==> images/m1.png <==
Cells faint in the background.
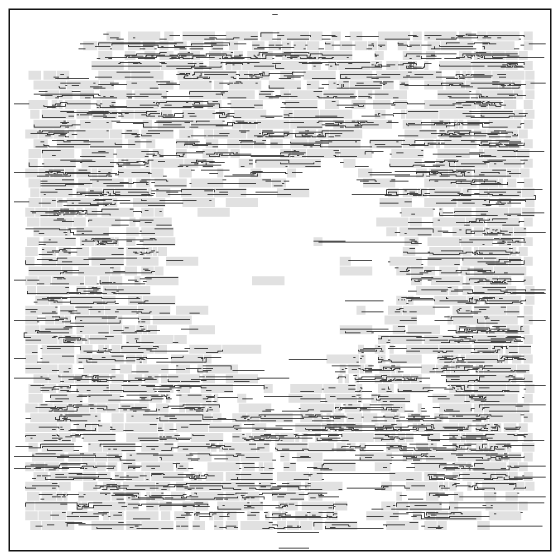
==> images/m2.png <==
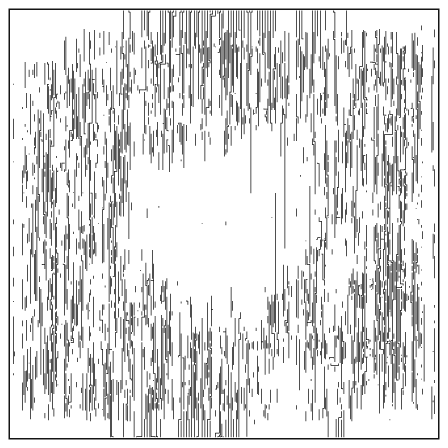
==> images/m4.png <==
Cells faint in the background.
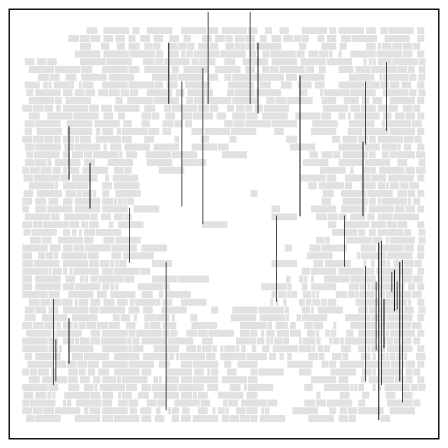
==> images/util_map.png <==
The bar under the picture is 50 microns long. 15 x 15 tiles, from dark blue (low) to red (high), 0 to 100% covered.
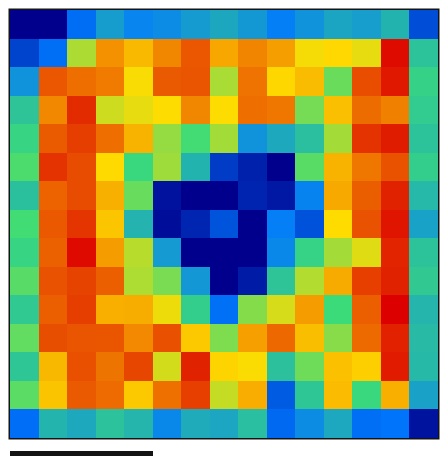
==> images/congestion_map.png <==
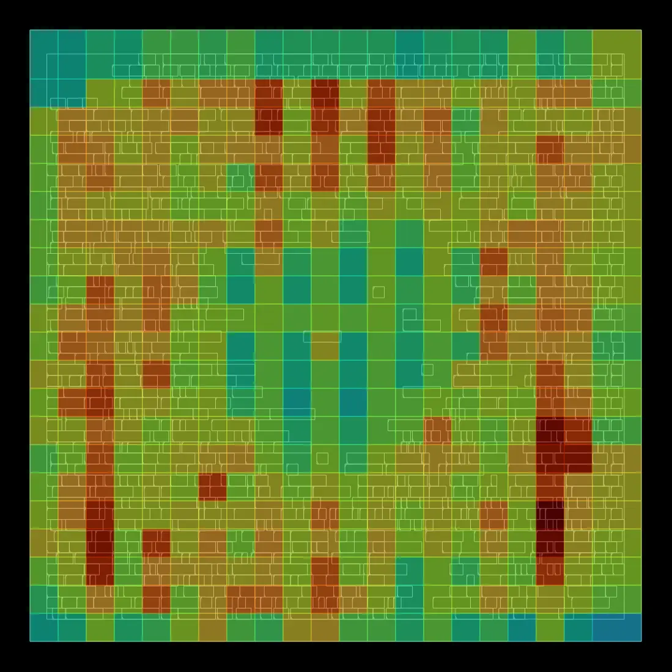
$ cat src/rtl/mem_arb_pkg.sv
// Shared types for the mem_arb CPU-to-memory request arbiter.
package mem_arb_pkg;

  localparam int unsigned REQ_AW = 32;
  localparam int unsigned REQ_DW = 32;

  localparam logic [1:0] SIZE_WORD = 2'b10;

  typedef enum logic [1:0] {
    IDLE,
    REQ,
    RESP
  } state_t;

  typedef enum logic {
    OWN_IFU,
    OWN_LSU
  } owner_t;

  typedef struct packed {
    logic [REQ_AW-1:0] addr;
    logic [1:0]        size;
    logic              wen;
    logic [REQ_DW-1:0] wdata;
    logic [3:0]        wmask;
  } req_t;

endpackage

$ cat src/rtl/mem_arb_slot.sv
// One-entry pending request buffer: captures a request when empty, holds it until popped.
module mem_arb_slot
  import mem_arb_pkg::*;
(
  input  logic i_clk,
  input  logic i_rst_n,
  input  logic i_push,
  input  req_t i_data,
  input  logic i_pop,
  output logic o_valid,
  output req_t o_data
);

  logic r_valid;
  req_t r_data;

  always_ff @(posedge i_clk or negedge i_rst_n) begin
    if (!i_rst_n) begin
      r_valid <= 1'b0;
      r_data  <= '0;
    end else if (i_push && !r_valid) begin
      r_valid <= 1'b1;
      r_data  <= i_data;
    end else if (i_pop) begin
      r_valid <= 1'b0;
    end
  end

  assign o_valid = r_valid;
  assign o_data  = r_data;

endmodule

$ cat src/rtl/mem_arb.sv
// Serializes CPU fetch and load/store requests onto one memory port, LSU first,
// with registered responses and a per-transaction timeout.
module mem_arb
  import mem_arb_pkg::*;
#(
  parameter int unsigned AW       = 32,
  parameter int unsigned DW       = 32,
  parameter int unsigned TIMEOUT  = 255,
  parameter logic [DW-1:0] ERR_DATA = 32'hDEAD_BEEF
) (
  input  logic          clock,
  input  logic          reset,
  input  logic          ifu_reqValid,
  input  logic [AW-1:0] ifu_addr,
  output logic          ifu_respValid,
  output logic [DW-1:0] ifu_rdata,
  input  logic          lsu_reqValid,
  input  logic [AW-1:0] lsu_addr,
  input  logic [1:0]    lsu_size,
  input  logic          lsu_wen,
  input  logic [DW-1:0] lsu_wdata,
  input  logic [3:0]    lsu_wmask,
  output logic          lsu_respValid,
  output logic [DW-1:0] lsu_rdata,
  output logic          mem_reqValid,
  input  logic          mem_reqReady,
  output logic [AW-1:0] mem_addr,
  output logic [1:0]    mem_size,
  output logic          mem_wen,
  output logic [DW-1:0] mem_wdata,
  output logic [3:0]    mem_wmask,
  input  logic          mem_respValid,
  input  logic [DW-1:0] mem_rdata,
  output logic          bus_err
);

  if (AW != REQ_AW || DW != REQ_DW) begin : g_bad_width
    $error("mem_arb: AW/DW must match the mem_arb_pkg request widths");
  end

  localparam int unsigned   TW       = $clog2(TIMEOUT + 1);
  localparam logic [TW-1:0] TMO_LAST = TW'(TIMEOUT - 1);

  state_t        r_state, w_state_nxt;
  owner_t        r_owner;
  logic [TW-1:0] r_tmo;
  req_t          r_mem;
  logic          r_ifu_resp, r_lsu_resp, r_bus_err;
  logic [DW-1:0] r_ifu_rdata, r_lsu_rdata;

  logic          w_busy, w_ifu_push, w_lsu_push, w_ifu_pop, w_lsu_pop;
  logic          w_ifu_valid, w_lsu_valid;
  logic          w_tmo_hit, w_resp_ok, w_done;
  logic [DW-1:0] w_rdata;
  req_t          w_ifu_in, w_lsu_in, w_ifu_q, w_lsu_q;

  assign w_busy = (r_state != IDLE);

  // A port is blocked only while its own transaction is in flight; on its
  // response-pulse cycle the FSM is back in IDLE so a new request is taken.
  assign w_ifu_push = ifu_reqValid && !(w_busy && r_owner == OWN_IFU);
  assign w_lsu_push = lsu_reqValid && !(w_busy && r_owner == OWN_LSU);

  // Fetches are always full words with no write payload.
  assign w_ifu_in = '{addr: ifu_addr, size: SIZE_WORD, wen: 1'b0, wdata: '0, wmask: '0};
  assign w_lsu_in = '{addr: lsu_addr, size: lsu_size, wen: lsu_wen, wdata: lsu_wdata,
                      wmask: lsu_wmask};

  mem_arb_slot u_ifu_slot (
    .i_clk   (clock),
    .i_rst_n (reset),
    .i_push  (w_ifu_push),
    .i_data  (w_ifu_in),
    .i_pop   (w_ifu_pop),
    .o_valid (w_ifu_valid),
    .o_data  (w_ifu_q)
  );

  mem_arb_slot u_lsu_slot (
    .i_clk   (clock),
    .i_rst_n (reset),
    .i_push  (w_lsu_push),
    .i_data  (w_lsu_in),
    .i_pop   (w_lsu_pop),
    .o_valid (w_lsu_valid),
    .o_data  (w_lsu_q)
  );

  always_comb begin
    w_state_nxt = r_state;
    w_ifu_pop   = 1'b0;
    w_lsu_pop   = 1'b0;
    w_resp_ok   = 1'b0;
    w_done      = 1'b0;
    w_tmo_hit   = w_busy && (r_tmo == TMO_LAST);
    case (r_state)
      IDLE: begin
        if (w_lsu_valid) begin
          w_lsu_pop   = 1'b1;
          w_state_nxt = REQ;
        end else if (w_ifu_valid) begin
          w_ifu_pop   = 1'b1;
          w_state_nxt = REQ;
        end
      end
      REQ: begin
        if (w_tmo_hit) begin
          w_done      = 1'b1;
          w_state_nxt = IDLE;
        end else if (mem_reqReady) begin
          w_state_nxt = RESP;
        end
      end
      RESP: begin
        w_resp_ok = mem_respValid;
        if (mem_respValid || w_tmo_hit) begin
          w_done      = 1'b1;
          w_state_nxt = IDLE;
        end
      end
      default: w_state_nxt = IDLE;
    endcase
  end

  // A real response arriving on the timeout cycle wins over the error word.
  assign w_rdata = w_resp_ok ? mem_rdata : ERR_DATA;

  always_ff @(posedge clock or negedge reset) begin
    if (!reset) begin
      r_state     <= IDLE;
      r_owner     <= OWN_IFU;
      r_tmo       <= '0;
      r_mem       <= '0;
      r_ifu_resp  <= 1'b0;
      r_lsu_resp  <= 1'b0;
      r_ifu_rdata <= '0;
      r_lsu_rdata <= '0;
      r_bus_err   <= 1'b0;
    end else begin
      r_state    <= w_state_nxt;
      r_ifu_resp <= w_done && (r_owner == OWN_IFU);
      r_lsu_resp <= w_done && (r_owner == OWN_LSU);
      if (w_lsu_pop) begin
        r_owner <= OWN_LSU;
        r_mem   <= w_lsu_q;
        r_tmo   <= '0;
      end else if (w_ifu_pop) begin
        r_owner <= OWN_IFU;
        r_mem   <= w_ifu_q;
        r_tmo   <= '0;
      end else if (w_busy) begin
        r_tmo <= r_tmo + TW'(1);
      end
      if (w_done) begin
        if (r_owner == OWN_IFU) r_ifu_rdata <= w_rdata;
        else                    r_lsu_rdata <= w_rdata;
      end
      if (w_tmo_hit && !w_resp_ok) r_bus_err <= 1'b1;
    end
  end

  assign mem_reqValid  = (r_state == REQ);
  assign mem_addr      = r_mem.addr;
  assign mem_size      = r_mem.size;
  assign mem_wen       = r_mem.wen;
  assign mem_wdata     = r_mem.wdata;
  assign mem_wmask     = r_mem.wmask;
  assign ifu_respValid = r_ifu_resp;
  assign ifu_rdata     = r_ifu_rdata;
  assign lsu_respValid = r_lsu_resp;
  assign lsu_rdata     = r_lsu_rdata;
  assign bus_err       = r_bus_err;

endmodule

$ cat config.mk
export PLATFORM = sky130hd
export DESIGN_NAME = mem_arb
export DESIGN_NICKNAME = d
export VERILOG_FILES = /design/src/rtl/mem_arb_pkg.sv /design/src/rtl/mem_arb_slot.sv /design/src/rtl/mem_arb.sv
export SDC_FILE = /design/constraint.sdc
export NUM_CORES = 1
export LEC_CHECK = 0
export CAP_MARGIN = 20
export CORE_MARGIN = 4
export CORE_UTILIZATION = 50
export DETAILED_ROUTE_END_ITERATION = 12
export GPL_ROUTABILITY_DRIVEN = 0
export HOLD_SLACK_MARGIN = 0.03
export PLACE_DENSITY = 0.91
export SYNTH_ARGS = -nofsm -noshare
export SYNTH_HDL_FRONTEND = slang
export SYNTH_SLANG_ARGS = --single-unit
export TNS_END_PERCENT = 30
$ cat constraint.sdc
create_clock -name clock -period 2.9 [get_ports clock]
set_input_delay 0.58 -clock clock [delete_from_list [all_inputs] [get_ports clock]]
set_output_delay 0.58 -clock clock [all_outputs]
set_load 0.1 [all_outputs]
==> impl_metrics.py <==
# Flow results
metrics = {
    "worst_setup_path": {
        "crit_cells": 7,
        "crit_family": "simple AND/OR/NAND/NOR gates",
        "critical_path_class": "flop to flop",
        "cp-start-kind": "flop",
        "slowest_delay_ns": 0.62,
        "crit_chain": "inv_1, ha_1, and4b_1, a31oi_1, or3_1, inv_8, a2bb2oi_1",
        "critPathBufInv": 2,
        "r2r-start": "r_state[1]",
        "required_ns": 3.32,
        "rr_endpoint": "lsu_rdata[0]",
    },
    "global_route": {
        "grt_pass1_wl_mm": 40.5,
        "overflow": 0,
        "grt_max_degree": 75,
    },
    "clock_network": {
        "cts_inserted_buffers": 27,
        "clkLatencyLatePin_ns": 0.53,
        "cts_tree": "yes",
        "htreeDepth": 1,
        "clockBufferDepth": 3,
    },
    "cells_and_area": {
        "comb_share_pct": 24.7,
        "bufAreaShareNonClock_pct": 19.5,
        "largest_class": "flip-flops and latches",
        "nets": 1147,
        "nNonClkBuffers": 300,
        "clkCellAreaFrac_pct": 6.71,
        "drive_gt1_share_pct": 33.4,
        "antennaDiodeCount": 0,
        "fillers": 1281,
        "final-comb-area_sq_mm": 0.00340,
        "area_growth_pct": 36.7,
        "flop-count": 255,
        "n_all_inverters": 15,
    },
    "drt": {
        "via_per_inst": 5.56,
        "antenna_left": 0,
        "vias": 7161,
        "drc_errors": 0,
        "drt-initial-drc-count": 347,
        "drt-total-wl_mm": 26.0,
        "firstDrtPassIters": 5,
    },
    "synth": {
        "yosys-top-cells-count": "dfrtp_1, mux2_2, nand2_1",
        "xor_area_share_pct": 0.434,
        "topCellsByArea": "dfrtp_1, mux2_2, mux2i_1",
        "synthCells": 724,
        "edf_count": 0,
        "yosys.area_share.simple_pct": 4.65,
        "aoi_share_pct": 12.9,
        "yosysMostFrequentCell": "dfrtp_1",
        "mux_share_pct": 14.9,
        "logic_family": "multiplexers",
        "yosysTopAreaCellShare_pct": 63.3,
        "ff_type": "dfrtp_1",
        "ys_types": 44,
        "top_area_cell": "dfrtp_1",
        "ys_ff": 255,
        "ys_warn_count": 0,
        "synth.avg_cell_area_sq_um": 13.9,
        "ys_area_sq_mm": 0.0101,
        "async_flop_share_pct": 100,
        "synth_nets": 870,
        "fa_ha_area_share_pct": 0.620,
    },
    "final_timing": {
        "setup-violations-final": 0,
        "max_freq_ghz": 0.399,
        "slew_headroom_pct": 49.3,
        "holdWs_ns": 0.0229,
    },
    "min_path": {
        "hp-class": "input port to async pin",
    },
    "die": {
        "die_area_sq_mm": 0.0225,
        "tapCellCount": 265,
        "fp.coreArea_sq_mm": 0.0197,
    },
    "run": {
        "maxCapViolCount": 0,
        "openroad.warnings": 29,
    },
    "run_status": {
        "status": "complete, no violations",
    },
}
## Picture notes: m1.png
share of all routed wire = 37%
nets with wire on the layer = 978
main direction = horizontal

## Picture notes: m2.png
share of all routed wire = 48%
wire length on this layer = 12600 microns
nets with wire on the layer = 1077

## Picture notes: m4.png
main direction = vertical
share of all routed wire = 3.3%

## Picture notes: util_map.png
fullest tile = 100%
mean over tiles = 60%
nearly empty tiles = 4.4%

## Picture notes: congestion_map.png
GR Layer Usage met3: 8.24%
total track usage: 22.6%

[logic make-up after synthesis]
family                   after synthesis
AND-OR/OR-AND                        152
XOR/XNOR                               5
adder cells (fa/ha/maj)                5
buffers and inverters                 67
flip-flops                           255
multiplexers                         137
AND/OR/NAND/NOR                      103
[per-stage QoR]
step,util (%),cell area [sq um],worst slack (ns),std cells
6_report,70.1,13800,0.395,1287
3_3_place_gp,65.4,12900,0.568,1237
2_1_floorplan,-,10100,0.352,724
4_1_cts,70.1,13800,0.395,1287
3_5_place_dp,65.4,12900,0.426,1237
5_1_grt,70.1,13800,0.219,1287
[cell usage in the layout (no fill, tap or decap), types with 8 or more instances in the layout]
cell type	Yosys	layout
o21ai_0	36	36
mux2_2	103	103
a32o_1	8	8
o32a_1	24	24
dfrtp_1	255	254
nand2_1	49	48
mux2i_1	34	34
clkbuf_8	0	8
a2bb2oi_2	19	19
a22o_1	38	38
clkbuf_16	0	27
clkdlybuf4s50_1	0	139
buf_4	0	154
o22ai_1	9	9
inv_1	14	14
clkinv_2	0	9
nor2_1	31	31
[per-layer routing]
metal	track usage (%)	vias up	wire, microns
met4	6.82	0	854
met3	8.24	66	2880
met2	37.5	311	12600
met1	27.9	3608	9650
met5	0	-	0
li1	-	3176	-
[worst reg2reg max path: stages (launching register included)]
cell and delay [ns]:
dfrtp_1 0.39, inv_1 0.09, ha_1 0.33, and4b_1 0.32, a31oi_1 0.15, or3_1 0.62, inv_8 0.28, a2bb2oi_1 0.24
